### Pin placement

Pins as bars across the die edge, other pins in grey.
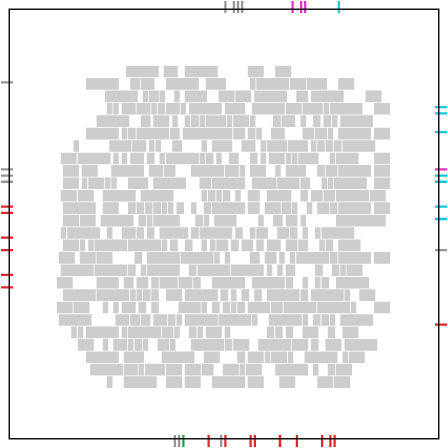
### I/O nets highlighted

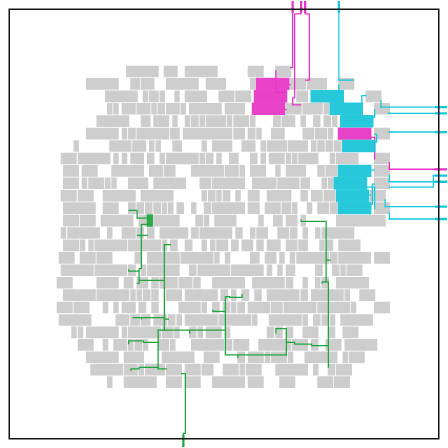
===== config.mk =====
export PLATFORM = sky130hd
export DESIGN_NAME = seg_scan_mux
export DESIGN_NICKNAME = d
export VERILOG_FILES = /design/src/rtl/seg_scan_mux.sv
export SDC_FILE = /design/constraint.sdc
export NUM_CORES = 1
export LEC_CHECK = 0
export CORE_MARGIN = 10
export CORE_UTILIZATION = 59
export DETAILED_ROUTE_END_ITERATION = 16
export GPL_TIMING_DRIVEN = 1
export PLACE_DENSITY = 0.85
export SYNTH_ARGS = -nofsm -noshare
export SYNTH_HDL_FRONTEND = slang
export SYNTH_SLANG_ARGS = --single-unit

===== constraint.sdc =====
create_clock -name clk -period 6.15 [get_ports clk]
set_clock_uncertainty 0.15 [all_clocks]
set_input_delay 0.9225 -clock clk [delete_from_list [all_inputs] [get_ports clk]]
set_output_delay 0.9225 -clock clk [all_outputs]
set_load 0.005 [all_outputs]

===== src/rtl/seg_scan_mux.sv =====
`default_nettype none
// ============================================================================
// Module   : seg_scan_mux
// Brief    : Multiplexed N-digit seven-segment driver with hex decode,
//            per-digit decimal points, leading-zero suppression, blink,
//            anti-ghost blanking and frame-synchronous double buffering.
// Revision : 1.0 - initial release
// ============================================================================
module seg_scan_mux #(
    parameter int NUM_DIG      = 4,
    parameter int DIV          = 500,
    parameter int BLANK_CYCLES = 2,
    parameter int BLINK_FRAMES = 250,
    parameter int DIG_ACT_LOW  = 1,
    parameter int SEG_ACT_LOW  = 1
) (
    input  logic                   clk,
    input  logic                   rst,
    input  logic [4*NUM_DIG-1:0]   digits,
    input  logic [NUM_DIG-1:0]     dp,
    input  logic                   load,
    input  logic                   blank_lz,
    input  logic [NUM_DIG-1:0]     blink_mask,
    output logic [NUM_DIG-1:0]     dig,
    output logic [7:0]             smg,
    output logic                   frame_done
);

    localparam int c_PS_W  = (DIV > 1) ? $clog2(DIV) : 1;
    localparam int c_SEL_W = $clog2(NUM_DIG);
    localparam int c_BC_W  = (BLINK_FRAMES > 1) ? $clog2(BLINK_FRAMES) : 1;

    localparam logic [c_PS_W-1:0]  c_PS_LAST  = c_PS_W'(DIV - 1);
    localparam logic [c_SEL_W-1:0] c_SEL_LAST = c_SEL_W'(NUM_DIG - 1);
    localparam logic [c_BC_W-1:0]  c_BC_LAST  = c_BC_W'(BLINK_FRAMES - 1);
    localparam logic [31:0]        c_BLANK    = BLANK_CYCLES;
    localparam logic               c_DIG_INV  = (DIG_ACT_LOW != 0);
    localparam logic               c_SEG_INV  = (SEG_ACT_LOW != 0);

    // Scan state
    logic [c_PS_W-1:0]    r_prescaler;
    logic [c_SEL_W-1:0]   r_sel;

    // Double buffer: staging is written by load, display is what gets scanned
    logic [4*NUM_DIG-1:0] r_stg_digits;
    logic [NUM_DIG-1:0]   r_stg_dp;
    logic [4*NUM_DIG-1:0] r_disp_digits;
    logic [NUM_DIG-1:0]   r_disp_dp;
    logic                 r_pending;

    // Blink timing
    logic [c_BC_W-1:0]    r_blink_cnt;
    logic                 r_blink_phase;

    // Output registers (physical polarity)
    logic [NUM_DIG-1:0]   r_dig;
    logic [7:0]           r_smg;

    // Combinational scan/decode signals (logical, active-high)
    logic                 w_tick;
    logic                 w_frame;
    logic                 w_ghost;
    logic [3:0]           w_nibble;
    logic                 w_dp_bit;
    logic                 w_lz_hit;
    logic                 w_blink_hit;
    logic                 w_zero_above;
    logic [NUM_DIG-1:0]   w_lz_vec;
    logic [NUM_DIG-1:0]   w_sel_onehot;
    logic [6:0]           w_seg_code;
    logic [7:0]           w_seg_on;
    logic [NUM_DIG-1:0]   w_dig_on;

    assign w_tick     = (r_prescaler == c_PS_LAST);
    assign w_frame    = w_tick && (r_sel == c_SEL_LAST);
    assign w_ghost    = (32'(r_prescaler) < c_BLANK);
    assign frame_done = w_frame;
    assign dig        = r_dig;
    assign smg        = r_smg;

    // Slot prescaler and digit selector with explicit wrap
    always_ff @(posedge clk) begin
        if (rst) begin
            r_prescaler <= '0;
            r_sel       <= '0;
        end else begin
            if (w_tick) begin
                r_prescaler <= '0;
                r_sel       <= (r_sel == c_SEL_LAST) ? '0 : r_sel + 1'b1;
            end else begin
                r_prescaler <= r_prescaler + 1'b1;
            end
        end
    end

    // Staging capture and frame-boundary commit; a load on the commit cycle
    // is written after the commit so it stays pending for the next frame
    always_ff @(posedge clk) begin
        if (rst) begin
            r_stg_digits  <= '0;
            r_stg_dp      <= '0;
            r_disp_digits <= '0;
            r_disp_dp     <= '0;
            r_pending     <= 1'b0;
        end else begin
            if (w_frame && r_pending) begin
                r_disp_digits <= r_stg_digits;
                r_disp_dp     <= r_stg_dp;
                r_pending     <= 1'b0;
            end
            if (load) begin
                r_stg_digits <= digits;
                r_stg_dp     <= dp;
                r_pending    <= 1'b1;
            end
        end
    end

    // Blink half-period counter advanced once per frame
    always_ff @(posedge clk) begin
        if (rst) begin
            r_blink_cnt   <= '0;
            r_blink_phase <= 1'b0;
        end else if (w_frame) begin
            if (r_blink_cnt == c_BC_LAST) begin
                r_blink_cnt   <= '0;
                r_blink_phase <= ~r_blink_phase;
            end else begin
                r_blink_cnt <= r_blink_cnt + 1'b1;
            end
        end
    end

    // Select the current digit and compute its suppression flags
    always_comb begin
        w_nibble     = 4'h0;
        w_dp_bit     = 1'b0;
        w_lz_hit     = 1'b0;
        w_blink_hit  = 1'b0;
        w_zero_above = 1'b1;
        w_lz_vec     = '0;
        w_sel_onehot = '0;
        // Walk from the most significant digit down; digit 0 never blanks
        for (int i = NUM_DIG - 1; i >= 1; i--) begin
            w_zero_above = w_zero_above & (r_disp_digits[4*i +: 4] == 4'h0);
            w_lz_vec[i]  = w_zero_above;
        end
        for (int i = 0; i < NUM_DIG; i++) begin
            if (r_sel == c_SEL_W'(i)) begin
                w_nibble        = r_disp_digits[4*i +: 4];
                w_dp_bit        = r_disp_dp[i];
                w_lz_hit        = w_lz_vec[i];
                w_blink_hit     = blink_mask[i];
                w_sel_onehot[i] = 1'b1;
            end
        end
    end

    // Hex to gfedcba decode, then apply blanking conditions
    always_comb begin
        w_seg_code = 7'h00;
        case (w_nibble)
            4'h0:    w_seg_code = 7'h3F;
            4'h1:    w_seg_code = 7'h06;
            4'h2:    w_seg_code = 7'h5B;
            4'h3:    w_seg_code = 7'h4F;
            4'h4:    w_seg_code = 7'h66;
            4'h5:    w_seg_code = 7'h6D;
            4'h6:    w_seg_code = 7'h7D;
            4'h7:    w_seg_code = 7'h07;
            4'h8:    w_seg_code = 7'h7F;
            4'h9:    w_seg_code = 7'h6F;
            4'hA:    w_seg_code = 7'h77;
            4'hB:    w_seg_code = 7'h7C;
            4'hC:    w_seg_code = 7'h39;
            4'hD:    w_seg_code = 7'h5E;
            4'hE:    w_seg_code = 7'h79;
            4'hF:    w_seg_code = 7'h71;
            default: w_seg_code = 7'h00;
        endcase
        w_seg_on = {w_dp_bit, w_seg_code};
        if ((blank_lz && w_lz_hit) || (w_blink_hit && r_blink_phase) || w_ghost) begin
            w_seg_on = 8'h00;
        end
        w_dig_on = w_ghost ? '0 : w_sel_onehot;
    end

    // Registered outputs with polarity applied here
    always_ff @(posedge clk) begin
        if (rst) begin
            r_dig <= {NUM_DIG{c_DIG_INV}};
            r_smg <= {8{c_SEG_INV}};
        end else begin
            r_dig <= w_dig_on ^ {NUM_DIG{c_DIG_INV}};
            r_smg <= w_seg_on ^ {8{c_SEG_INV}};
        end
    end

endmodule
`default_nettype wire


==> impl_metrics.csv <==
group,metric,value,unit
outcome,outcome,"complete, no violations",
synthesis,synth-edff-count,0,
setup_path,cp.required,5.08,ns
synthesis,top_cell,"dfxtp_1",
synthesis,synthCells,364,
job,warning_count,35,
layout,lay_top_count,"dfxtp_1",
layout,layout.cells.non_filler,469,
synthesis,adder_share,5.08,%
timing,max_freq,280,MHz
global_routing,grt_pass1_vias,2571,
detailed_routing,first_pass_iters,4,
setup_path,endpoint_kind,"output port",
placement,dp_hpwl,4.81,mm
pwr,top_power_group,"registers",
floorplan,core_area,5170,sq um
global_routing,grtUsageMet1,17.6,%
timing,fin_ws,2.57,ns
synthesis,ys_async_sr_fraction,0,%
timing,finalSetupViolCount,0,
pwr,internal_power,0.749,mW
floorplan,row_count,26,
global_routing,grt_max_degree,49,
floorplan,ios,41,
cts,cts_tree,"yes",
setup_path,crit_fanout,28,
layout,fillers,375,
setup_path,worstPathArrival,2.50,ns
cts,cts_buffer_depth,2,
cts,clk_pin_slew,0.07,ns
global_routing,grt_use_met2,28.1,%
global_routing,grt_overflow,0,
setup_path,cpLargestDelayFamily,"buffers and inverters",
synthesis,synth_stat.cells,364,
floorplan,fp.dieH,93.7,um
cts,postCtsSetupBuffers,0,
timing,rsz0062_at_grt,"no",
placement,place_inst,454,
setup_path,slowest_stage,"clkdlybuf4s50_1",
layout,largestRegisters,"r_disp_digits x16, r_stg_digits x16, r_prescaler x9",
hold_path,hp-class,"flip-flop to flip-flop",
synthesis,ys_warn_count,0,
layout,diodes,0,
detailed_routing,final_antenna_net_count,0,
setup_path,path_buffers,2,
timing,setup_tns,0,ns
synthesis,top_cells_by_count,"dfxtp_1, nor2_1, nand2_1",
setup_path,critPathMaxStageDelay,0.60,ns
global_routing,grt_antenna_before_repair,0,
detailed_routing,wl_per_cell,14.3,um
synthesis,synth_cell_types,45,
synthesis,yosysTopAreaCellShare,45.6,%
pwr,p_sw,0.203,mW
pwr,cellPowerDensity,250,nW/um^2
synthesis,aoi_share,11.4,%
cts,cts-resized-gates,0,
setup_path,rrSetupSlack,3.26,ns
detailed_routing,top_layer_used,"met4",
layout,nNetsFinal,436,
timing,fin_crit_sh,58.1,%
pwr,clk-power,0.394,mW
timing,final-hold-violation-count,0,
floorplan,die_area,8780,sq um
layout,finish.utilization,73.5,%
pwr,leakage,1.43,nW
pwr,total_power,0.951,mW
detailed_routing,drcViolationCount,0,
synthesis,synth_area_leader_cell,"dfxtp_1",
pwr,powerSeq,0.497,mW
synthesis,yosys-top-cells-area,"dfxtp_1, mux2i_1, nor2_1, ha_1, a21oi_1",
Back to the opening pictures, 'Pin placement':
port	colour	pins	direction	edge
smg	cyan	8	output	7 right, 1 top
frame_done	green	1	output	bottom
dig	magenta	4	output	3 top, 1 right
digits	red	16	input	9 bottom, 6 left, 1 right
all pins by edge	13 bottom, 10 right, 10 left, 8 top

Back to the opening pictures, 'I/O nets highlighted':
port	colour	direction	end cells	buffers	wire
smg	cyan	output	8	8	128 um
dig	magenta	output	4	4	81.0 um
frame_done	green	output	1	1	211 um

## kinds of logic after synthesis
kind of cell | after synthesis
DFF | 73
and+or+nand+nor | 155
xor gates and xnor gates | 14
muxes | 20
AOI/OAI and AO/OA | 58
buffers and inverters | 31
adders and majority gates | 13
## area by class of cell
cell class                      count  area (sq um)  area share (%)
Clock buffer                       10           128            3.36
Clock inverter                      5          81.3            2.14
Sequential cell                    73          1460            38.4
Timing Repair Buffer               41           408            10.7
Multi-Input combinational cell    260          1600            42.0
Inverter                           10          37.5           0.987
Tap cell                           70          87.6            2.30
## worst paths after layout
check	from	to	depth (start not counted)
hold reg to reg	r_disp_digits[2]	r_disp_digits[2]	2
setup reg to reg	r_sel[0]	smg[3]	8
setup / recovery	r_sel[0]	frame_done	4
hold / removal	r_disp_digits[2]	r_disp_digits[2]	2
No activity file was given, so power comes from the tool's default toggle rates.
